Fig. 1: run 1, sequential cells grouped by signal name
(6 px per um) Other sequential cells in the stronger gray, the rest of the logic in the fainter gray.
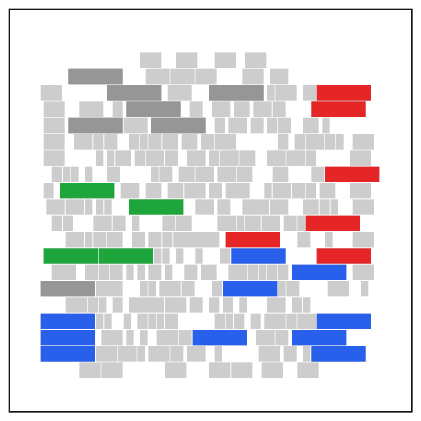
Fig. 2: run 1, layout detail
Window x 21 to 46, y 21 to 46 um. Cells in gray, sequential cells in the stronger gray; small squares are vias.
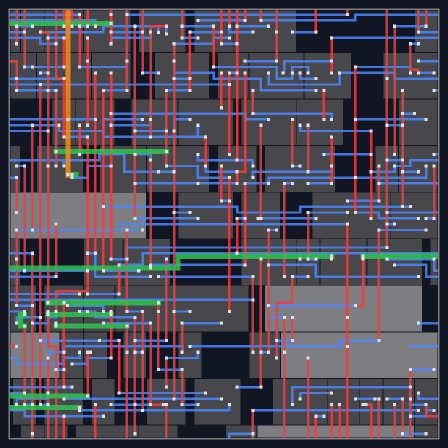
Fig. 3: run 1, sizing map
(8 px per um)
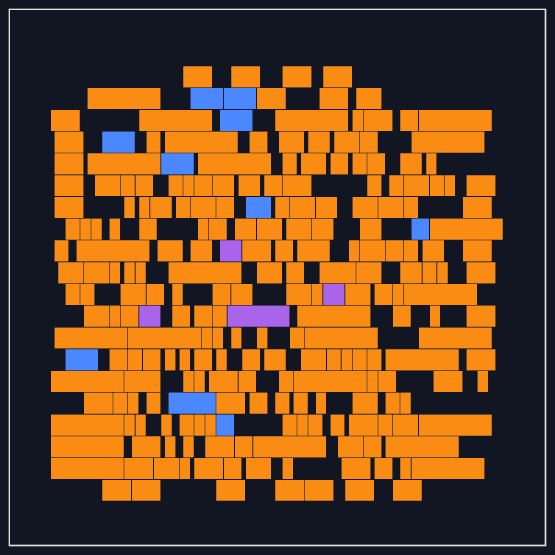
### config.mk
export PLATFORM = sky130hd
export DESIGN_NAME = frame_field_tracker
export DESIGN_NICKNAME = d
export VERILOG_FILES = /design/src/rtl/can_frame_pkg.sv /design/src/rtl/frame_field_tracker.sv
export SDC_FILE = /design/constraint.sdc
export NUM_CORES = 1
export LEC_CHECK = 0
export CORE_MARGIN = 5
export CORE_UTILIZATION = 56
export DETAILED_ROUTE_END_ITERATION = 10
export PLACE_DENSITY_LB_ADDON = 0.25
export REMOVE_ABC_BUFFERS = 1
export SYNTH_ARGS = -nofsm -noshare
export SYNTH_HDL_FRONTEND = slang
export SYNTH_SLANG_ARGS = --single-unit
### constraint.sdc
create_clock -name clk -period 6.62 [get_ports clk]
set_clock_uncertainty 0.2 [all_clocks]
set_input_delay 1.324 -clock clk [delete_from_list [all_inputs] [get_ports clk]]
set_output_delay 1.324 -clock clk [all_outputs]
set_load 0.02 [all_outputs]
### src/rtl/can_frame_pkg.sv
// can_frame_pkg: CAN frame field codes and fixed field lengths shared by frame-level blocks.
package can_frame_pkg;

    typedef enum logic [3:0] {
        F_IDLE    = 4'd0,
        F_SOF     = 4'd1,
        F_ID_A    = 4'd2,
        F_SRR_RTR = 4'd3,
        F_IDE     = 4'd4,
        F_ID_B    = 4'd5,
        F_RTR     = 4'd6,
        F_R1      = 4'd7,
        F_R0      = 4'd8,
        F_DLC     = 4'd9,
        F_DATA    = 4'd10,
        F_CRC     = 4'd11,
        F_CRC_DEL = 4'd12,
        F_ACK     = 4'd13,
        F_ACK_DEL = 4'd14,
        F_EOF     = 4'd15
    } field_e;

    localparam int LEN_W = 7;

    localparam logic [LEN_W-1:0] LEN_ID_A    = 7'd11;
    localparam logic [LEN_W-1:0] LEN_SRR_RTR = 7'd1;
    localparam logic [LEN_W-1:0] LEN_IDE     = 7'd1;
    localparam logic [LEN_W-1:0] LEN_ID_B    = 7'd18;
    localparam logic [LEN_W-1:0] LEN_RTR     = 7'd1;
    localparam logic [LEN_W-1:0] LEN_R1      = 7'd1;
    localparam logic [LEN_W-1:0] LEN_R0      = 7'd1;
    localparam logic [LEN_W-1:0] LEN_DLC     = 7'd4;
    localparam logic [LEN_W-1:0] LEN_CRC     = 7'd15;
    localparam logic [LEN_W-1:0] LEN_CRC_DEL = 7'd1;
    localparam logic [LEN_W-1:0] LEN_ACK     = 7'd1;
    localparam logic [LEN_W-1:0] LEN_ACK_DEL = 7'd1;
    localparam logic [LEN_W-1:0] LEN_EOF     = 7'd7;

endpackage

### src/rtl/frame_field_tracker.sv
// frame_field_tracker: follows a CAN frame bit by bit, reporting current field, position,
// non-stuff bit count and the latched IDE/RTR/DLC attributes.
module frame_field_tracker
    import can_frame_pkg::*;
#(
    parameter int CNT_W     = 10,
    parameter int MAX_BYTES = 8
) (
    input  logic             clk,
    input  logic             reset,
    input  logic             sp,
    input  logic             is_stuff,
    input  logic             rx_bit,
    input  logic             abort,
    output logic [CNT_W-1:0] size,
    output logic [3:0]       field,
    output logic [5:0]       bit_idx,
    output logic             ide,
    output logic             rtr,
    output logic [3:0]       dlc,
    output logic             busy,
    output logic             frame_done
);

    localparam logic [3:0] MAXB = (MAX_BYTES > 15) ? 4'd15 : 4'(MAX_BYTES);

    field_e           field_q, field_d, field_nxt;
    logic [CNT_W-1:0] size_q, size_d;
    logic [5:0]       bit_idx_q, bit_idx_d;
    logic             ide_q, ide_d, rtr_q, rtr_d, frame_done_q, frame_done_d;
    logic [3:0]       dlc_q, dlc_d, dlc_shift, n_cur, n_nxt;
    logic [LEN_W-1:0] field_len, idx_inc;
    logic             vbit;

    always_ff @(posedge clk or posedge reset) begin
        if (reset) begin
            field_q      <= F_IDLE;
            size_q       <= '0;
            bit_idx_q    <= '0;
            ide_q        <= 1'b0;
            rtr_q        <= 1'b0;
            dlc_q        <= '0;
            frame_done_q <= 1'b0;
        end else begin
            field_q      <= field_d;
            size_q       <= size_d;
            bit_idx_q    <= bit_idx_d;
            ide_q        <= ide_d;
            rtr_q        <= rtr_d;
            dlc_q        <= dlc_d;
            frame_done_q <= frame_done_d;
        end
    end

    // n_nxt sees the DLC value including the bit arriving now, so DATA can be skipped on the DLC edge
    always_comb begin
        vbit      = sp & ~is_stuff;
        dlc_shift = {dlc_q[2:0], rx_bit};
        n_cur     = rtr_q ? 4'd0 : ((dlc_q > MAXB) ? MAXB : dlc_q);
        n_nxt     = rtr_q ? 4'd0 : ((dlc_shift > MAXB) ? MAXB : dlc_shift);
        idx_inc   = {1'b0, bit_idx_q} + 7'd1;
        case (field_q)
            F_ID_A:    field_len = LEN_ID_A;
            F_SRR_RTR: field_len = LEN_SRR_RTR;
            F_IDE:     field_len = LEN_IDE;
            F_ID_B:    field_len = LEN_ID_B;
            F_RTR:     field_len = LEN_RTR;
            F_R1:      field_len = LEN_R1;
            F_R0:      field_len = LEN_R0;
            F_DLC:     field_len = LEN_DLC;
            F_DATA:    field_len = {n_cur, 3'b000};
            F_CRC:     field_len = LEN_CRC;
            F_CRC_DEL: field_len = LEN_CRC_DEL;
            F_ACK:     field_len = LEN_ACK;
            F_ACK_DEL: field_len = LEN_ACK_DEL;
            F_EOF:     field_len = LEN_EOF;
            default:   field_len = 7'd1;
        endcase
        case (field_q)
            F_ID_A:    field_nxt = F_SRR_RTR;
            F_SRR_RTR: field_nxt = F_IDE;
            F_IDE:     field_nxt = rx_bit ? F_ID_B : F_R0;
            F_ID_B:    field_nxt = F_RTR;
            F_RTR:     field_nxt = F_R1;
            F_R1:      field_nxt = F_R0;
            F_R0:      field_nxt = F_DLC;
            F_DLC:     field_nxt = (n_nxt == 4'd0) ? F_CRC : F_DATA;
            F_DATA:    field_nxt = F_CRC;
            F_CRC:     field_nxt = F_CRC_DEL;
            F_CRC_DEL: field_nxt = F_ACK;
            F_ACK:     field_nxt = F_ACK_DEL;
            F_ACK_DEL: field_nxt = F_EOF;
            default:   field_nxt = F_IDLE;
        endcase
    end

    always_comb begin
        field_d      = field_q;
        size_d       = size_q;
        bit_idx_d    = bit_idx_q;
        ide_d        = ide_q;
        rtr_d        = rtr_q;
        dlc_d        = dlc_q;
        frame_done_d = 1'b0;
        if (abort) begin
            field_d   = F_IDLE;
            bit_idx_d = '0;
        end else if (vbit && field_q == F_IDLE) begin
            if (!rx_bit) begin
                field_d   = F_ID_A;
                bit_idx_d = '0;
                size_d    = CNT_W'(1);
            end
        end else if (vbit) begin
            size_d = (&size_q) ? size_q : size_q + 1'b1;
            // extended frames overwrite the SRR-sourced rtr when the real RTR bit arrives
            if (field_q == F_SRR_RTR || field_q == F_RTR) rtr_d = rx_bit;
            if (field_q == F_IDE) ide_d = rx_bit;
            if (field_q == F_DLC) dlc_d = dlc_shift;
            if (idx_inc == field_len) begin
                field_d      = field_nxt;
                bit_idx_d    = '0;
                frame_done_d = (field_q == F_EOF);
            end else begin
                bit_idx_d = idx_inc[5:0];
            end
        end
    end

    assign size       = size_q;
    assign field      = field_q;
    assign bit_idx    = bit_idx_q;
    assign ide        = ide_q;
    assign rtr        = rtr_q;
    assign dlc        = dlc_q;
    assign busy       = (field_q != F_IDLE);
    assign frame_done = frame_done_q;

endmodule

==> impl_metrics.env, run 1 <==
# implementation run metrics
export IMPL_setup_viol=0
export IMPL_comb_share=0.491
export IMPL_netlist_area_um2=1810
export IMPL_holdWs_ns=0.323
export IMPL_worst_pin_slew_ns=1.02
export IMPL_warnings=25
export IMPL_first_iter_violations=159
export IMPL_gr_usage_met1=0.301
export IMPL_grt_use_met3=0.0337
export IMPL_post_cts_buffers=0
export IMPL_syn_inst=208
export IMPL_io_pins=34
export IMPL_vias=1670
export IMPL_ys_area_um2=1810
export IMPL_dieWidth_um=66.8
export IMPL_dieArea_um2=4470
export IMPL_use_met2=0.323
export IMPL_highest_layer="met4"
export IMPL_muxShareOfSynthArea=0.0484
export IMPL_most_common_cell="dfrtp_1"
export IMPL_seq_power_share=0.578
export IMPL_inv_count=6
export IMPL_cts_repair_resized=0
export IMPL_top_area_cell="dfrtp_1"
export IMPL_status="complete, no violations"
export IMPL_clkTransAtPathRegs_ns=0.14
export IMPL_internal_power_mw=0.227
export IMPL_postSynthSeqShare=0.373
export IMPL_gp_congestion=0.831
export IMPL_die_y_um=66.8
export IMPL_min_delay_start="ide"
export IMPL_final_cell_count_no_fill=279
export IMPL_ys_top_cells_by_area="dfrtp_1 (37%), nand2_1 (5.0%), xnor2_1 (4.4%)"
export IMPL_nNonClkBuffers=33
export IMPL_synthSimpleGateAreaFrac=0.275
export IMPL_top_usage_layer="met2"
export IMPL_crit_end="busy"
export IMPL_buffer_area_frac=0.152
export IMPL_reg2reg_setup_slack_ns=3.31
export IMPL_overflow=0
export IMPL_seq_cells=27
export IMPL_rsz0062_at_grt="false"
export IMPL_reg2reg_depth=6
export IMPL_clock_area_frac=0.0121
export IMPL_wl_met1_mm=1.91
export IMPL_path_class="flop to output port"
export IMPL_xor_share=0.0629
export IMPL_track_usage=0.204
export IMPL_combPwrFrac=0.203
export IMPL_rows=20
export IMPL_yosys_warnings=0
export IMPL_fa_ha_area_frac=0.0138
export IMPL_first_global_vias=1532
export IMPL_nNetsFinal=244
export IMPL_finalWirelength_mm=4.11
export IMPL_post_place_ws_ns=2.98
export IMPL_clkbuf_count=4
export IMPL_portBuffers=33
export IMPL_cts_hold_buf=0
export IMPL_cp_start_kind="flop"
Notes on Fig. 1 above:
blue -> `size`  # placed flops 10
green -> `field`  # placed flops 4, where west
red -> `bit_idx`  # placed flops 6, where east
register cell area after layout: 676 um2
Final Core Density: 0.708
Flop+latch power: 0.186 mW
Seq area share: 0.310

Notes on Fig. 2 above:
blue -> metal 1
orange -> metal 4
red -> metal 2
green -> metal 3
most frequent = nor2_1 (4), nand2_1 (4), nor4_1 (4)
cells with their middle in the window = 61
sequential cells in the window = 3

Notes on Fig. 3 above:
purple -> _3 and _4 cells  # cells 4
blue -> _2 cells  # cells 10
orange -> _0 and _1 cells  # cells 221

[run 1: flip-flops by register name (all words and copies together), names as in the netlist]
| name | count |
|---|---|
| size | 10 |
| field | 4 |
| ide | 1 |
| bit_idx | 6 |
| frame_done | 1 |
| rtr | 1 |
| dlc | 4 |
[run 1: critical path, cell delays in order (launching register included)]
cell and delay (ns):
dfrtp_1 0.67, nor4_4 0.44, inv_1 0.11, clkdlybuf4s50_1 0.55
[run 1: power groups by stage]
stage / Sequential (mW) / Combinational (mW) / Clock (mW)
final: 0.186 / 0.0654 / 0.0707
after global routing: 0.189 / 0.0726 / 0.0789
after CTS: 0.186 / 0.0661 / 0.0726
after detailed placement: 0.190 / 0.0659 / 0
after global placement: 0.189 / 0.0653 / 0
after floorplan: 0.198 / 0.0262 / 0
--- run 2 (diff from run 1) ---
- CORE_UTILIZATION: 56 -> 47
- clock period: 6.62 -> 3.2 ns (I/O delays scaled with it)
Fig. 4: run 2, M2 wires
(4 px per um)
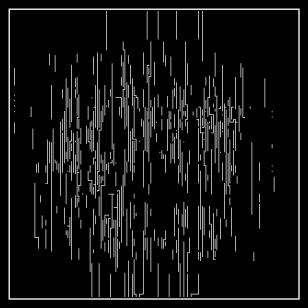
share of all routed wire = 45%
main direction = vertical
wire length on this layer = 1,960 um
M2 GR Usage: 0.255
Vias: 1,716
final WL: 4.33 mm

==> impl_metrics.env, run 2 <==
# implementation run metrics
export IMPL_inv_count=6
export IMPL_cts_hold_buf=0
export IMPL_most_common_cell="dfrtp_1"
export IMPL_min_delay_start="ide"
export IMPL_cp_cell_sequence="or3b_1 -> or4_1 -> a311oi_1 -> a31oi_1 -> o31ai_1 -> o21ai_0"
export IMPL_ys_top_cells_by_area="dfrtp_1 (37%), nand2_1 (5.0%), xnor2_1 (4.4%)"
export IMPL_cpPeakStageDelay_ns=0.63
export IMPL_final_cell_count_no_fill=295
export IMPL_die_y_um=72.0
export IMPL_cts_max_level=1
export IMPL_io_pins=34
export IMPL_post_place_ws_ns=0.266
export IMPL_first_iter_violations=179
export IMPL_clock_area_frac=0.0196
export IMPL_rsz0062_at_grt="false"
export IMPL_reg2reg_setup_slack_ns=0.33
export IMPL_muxShareOfSynthArea=0.0484
export IMPL_grt_use_met3=0.0360
export IMPL_reg2reg_depth=6
export IMPL_xor_share=0.0629
export IMPL_gp_congestion=0.914
export IMPL_netlist_area_um2=1810
export IMPL_worst_pin_slew_ns=0.685
export IMPL_cp_start_kind="flop"
export IMPL_postSynthSeqShare=0.373
export IMPL_first_global_vias=1570
export IMPL_holdWs_ns=0.332
export IMPL_dieArea_um2=5190
export IMPL_clkTransAtPathRegs_ns=0.09
export IMPL_comb_share=0.466
export IMPL_top_area_cell="dfrtp_1"
export IMPL_comb_area_um2=1070
export IMPL_overflow=0
export IMPL_seq_share=0.295
export IMPL_fa_ha_area_frac=0.0138
export IMPL_cts_root_buf="clkbuf_8"
export IMPL_track_usage=0.169
export IMPL_path_class="flop to flop"
export IMPL_syn_inst=208
export IMPL_yosys_warnings=0
export IMPL_path_delay_family="AND-OR/OR-AND gates"
export IMPL_warnings=25
export IMPL_buffer_area_frac=0.183
export IMPL_wl_met1_mm=2.03
export IMPL_clkbuf_count=4
export IMPL_synthSimpleGateAreaFrac=0.275
export IMPL_highest_layer="met4"
export IMPL_status="complete, no violations"
export IMPL_dieWidth_um=72.0
export IMPL_setup_viol=0
export IMPL_final_core_util=0.622
export IMPL_top_usage_layer="met2"
export IMPL_worst_path_buf_inv=0
export IMPL_cts_repair_resized=0
export IMPL_ys_cells=208
export IMPL_rows=22
export IMPL_cp_slowest_cell="o31ai_1"
export IMPL_portBuffers=33
export IMPL_ff_latch_area_um2=676
run 2: cell types whose count changed in the layout (fill, tap and decap cells not counted), sizes merged:
cell / previous run / this run
buf: 0 / 12
run 2: cell families after synthesis:
logic type                 after synthesis
DFF                                     27
buffers and inverters                   16
and+or+nand+nor                         93
muxes                                    8
xor gates and xnor gates                13
AOI/OAI and AO/OA                       49
adders and majority gates                2
run 2: report_power, final:
part           leakage (nW)  switching (mW)  total [mW]  internal [mW]
Clock                0.0228           0.106       0.196         0.0893
Sequential            0.370          0.0236       0.383          0.359
Combinational         0.516          0.0754       0.142         0.0663
Total                 0.909           0.205       0.720          0.515
--- run 3 (diff from run 2) ---
- HOLD_SLACK_MARGIN: unset -> 0.08
- TNS_END_PERCENT: unset -> 20
Fig. 5: run 3, sizing map
(6 px per um)
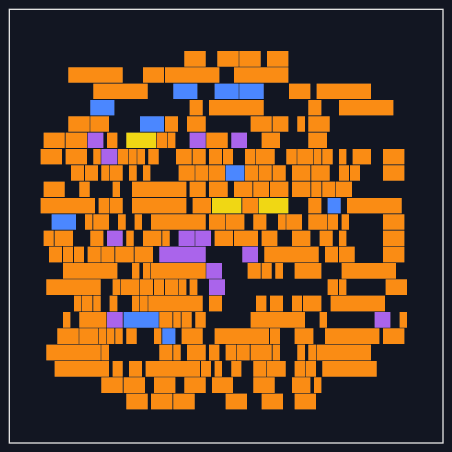
yellow -> _6 and larger  # cells 3
purple -> _3 and _4 cells  # cells 13
blue -> _2 cells  # cells 10
orange -> _0 and _1 cells  # cells 221
design area: 2290 um2
Non-clk bufs: 45

==> impl_metrics.env, run 3 <==
# implementation run metrics
export IMPL_ys_area_um2=1810
export IMPL_xor_share=0.0629
export IMPL_cts_root_buf="clkbuf_8"
export IMPL_sequentialPower_mw=0.383
export IMPL_worst_path_buf_inv=0
export IMPL_cts_hold_buf=0
export IMPL_clkTransAtPathRegs_ns=0.09
export IMPL_gp_congestion=0.914
export IMPL_nNetsFinal=256
export IMPL_status="complete, no violations"
export IMPL_rsz0062_at_grt="false"
export IMPL_reg2reg_depth=6
export IMPL_largest_reg_flops=10
export IMPL_worst_pin_slew_ns=0.685
export IMPL_gr_usage_met1=0.240
export IMPL_top_usage_layer="met2"
export IMPL_overflow=0
export IMPL_yosys_warnings=0
export IMPL_wl_met1_mm=2.03
export IMPL_most_common_cell="dfrtp_1"
export IMPL_grt_use_met3=0.0360
export IMPL_path_delay_family="AND-OR/OR-AND gates"
export IMPL_cts_repair_resized=0
export IMPL_first_global_vias=1570
export IMPL_muxShareOfSynthArea=0.0484
export IMPL_io_pins=34
export IMPL_warnings=25
export IMPL_maxPowerGroup="sequential cells"
export IMPL_post_cts_buffers=0
export IMPL_holdWs_ns=0.332
export IMPL_netlist_area_um2=1810
export IMPL_pg_clk_mw=0.196
export IMPL_top_area_cell="dfrtp_1"
export IMPL_syn_inst=208
export IMPL_die_y_um=72.0
export IMPL_synthFlopType="dfrtp_1"
export IMPL_cts_max_level=1
export IMPL_cp_start_kind="flop"
export IMPL_post_place_ws_ns=0.266
export IMPL_p_comb_mw=0.142
export IMPL_cpPeakStageDelay_ns=0.63
export IMPL_rows=22
export IMPL_path_class="flop to flop"
export IMPL_seq_power_share=0.532
export IMPL_internal_power_mw=0.515
export IMPL_core_um2=3690
export IMPL_dieWidth_um=72.0
export IMPL_vias=1716
export IMPL_cp_cell_sequence="or3b_1 -> or4_1 -> a311oi_1 -> a31oi_1 -> o31ai_1 -> o21ai_0"
export IMPL_dieArea_um2=5190
export IMPL_first_iter_violations=179
export IMPL_ys_top_cells_by_area="dfrtp_1 (37%), nand2_1 (5.0%), xnor2_1 (4.4%)"
export IMPL_cp_slowest_cell="o31ai_1"
export IMPL_min_delay_start="ide"
export IMPL_portBuffers=33
export IMPL_postSynthSeqShare=0.373
export IMPL_p_switching_mw=0.205
export IMPL_combPwrFrac=0.197
export IMPL_reg2reg_setup_slack_ns=0.33
export IMPL_setup_viol=0
export IMPL_highest_layer="met4"
==> run 3: cell counts after synthesis <==
No cell type changed its count.
==> run 3: final cells by class <==
type | instances | area, um2 | area share
Multi-Input combinational cell | 165 | 1070 | 0.466
Sequential cell | 27 | 676 | 0.295
Timing Repair Buffer | 45 | 420 | 0.183
Tap cell | 48 | 60.1 | 0.0262
Clock buffer | 4 | 45.0 | 0.0196
Inverter | 6 | 22.5 | 0.00982
==> run 3: worst max path at each step <==
stage | endpoint | slack [ns] | cells past startpoint
6_report | bit_idx[1] | 0.33 | 6
5_1_grt | bit_idx[4] | 0.12 | 7
4_1_cts | busy | 0.36 | 4
3_5_place_dp | size[9] | 0.27 | 7
3_3_place_gp | size[5] | 0.31 | 7
2_1_floorplan | bit_idx[1] | 0.31 | 6
Power and IR drop assume default switching activity.
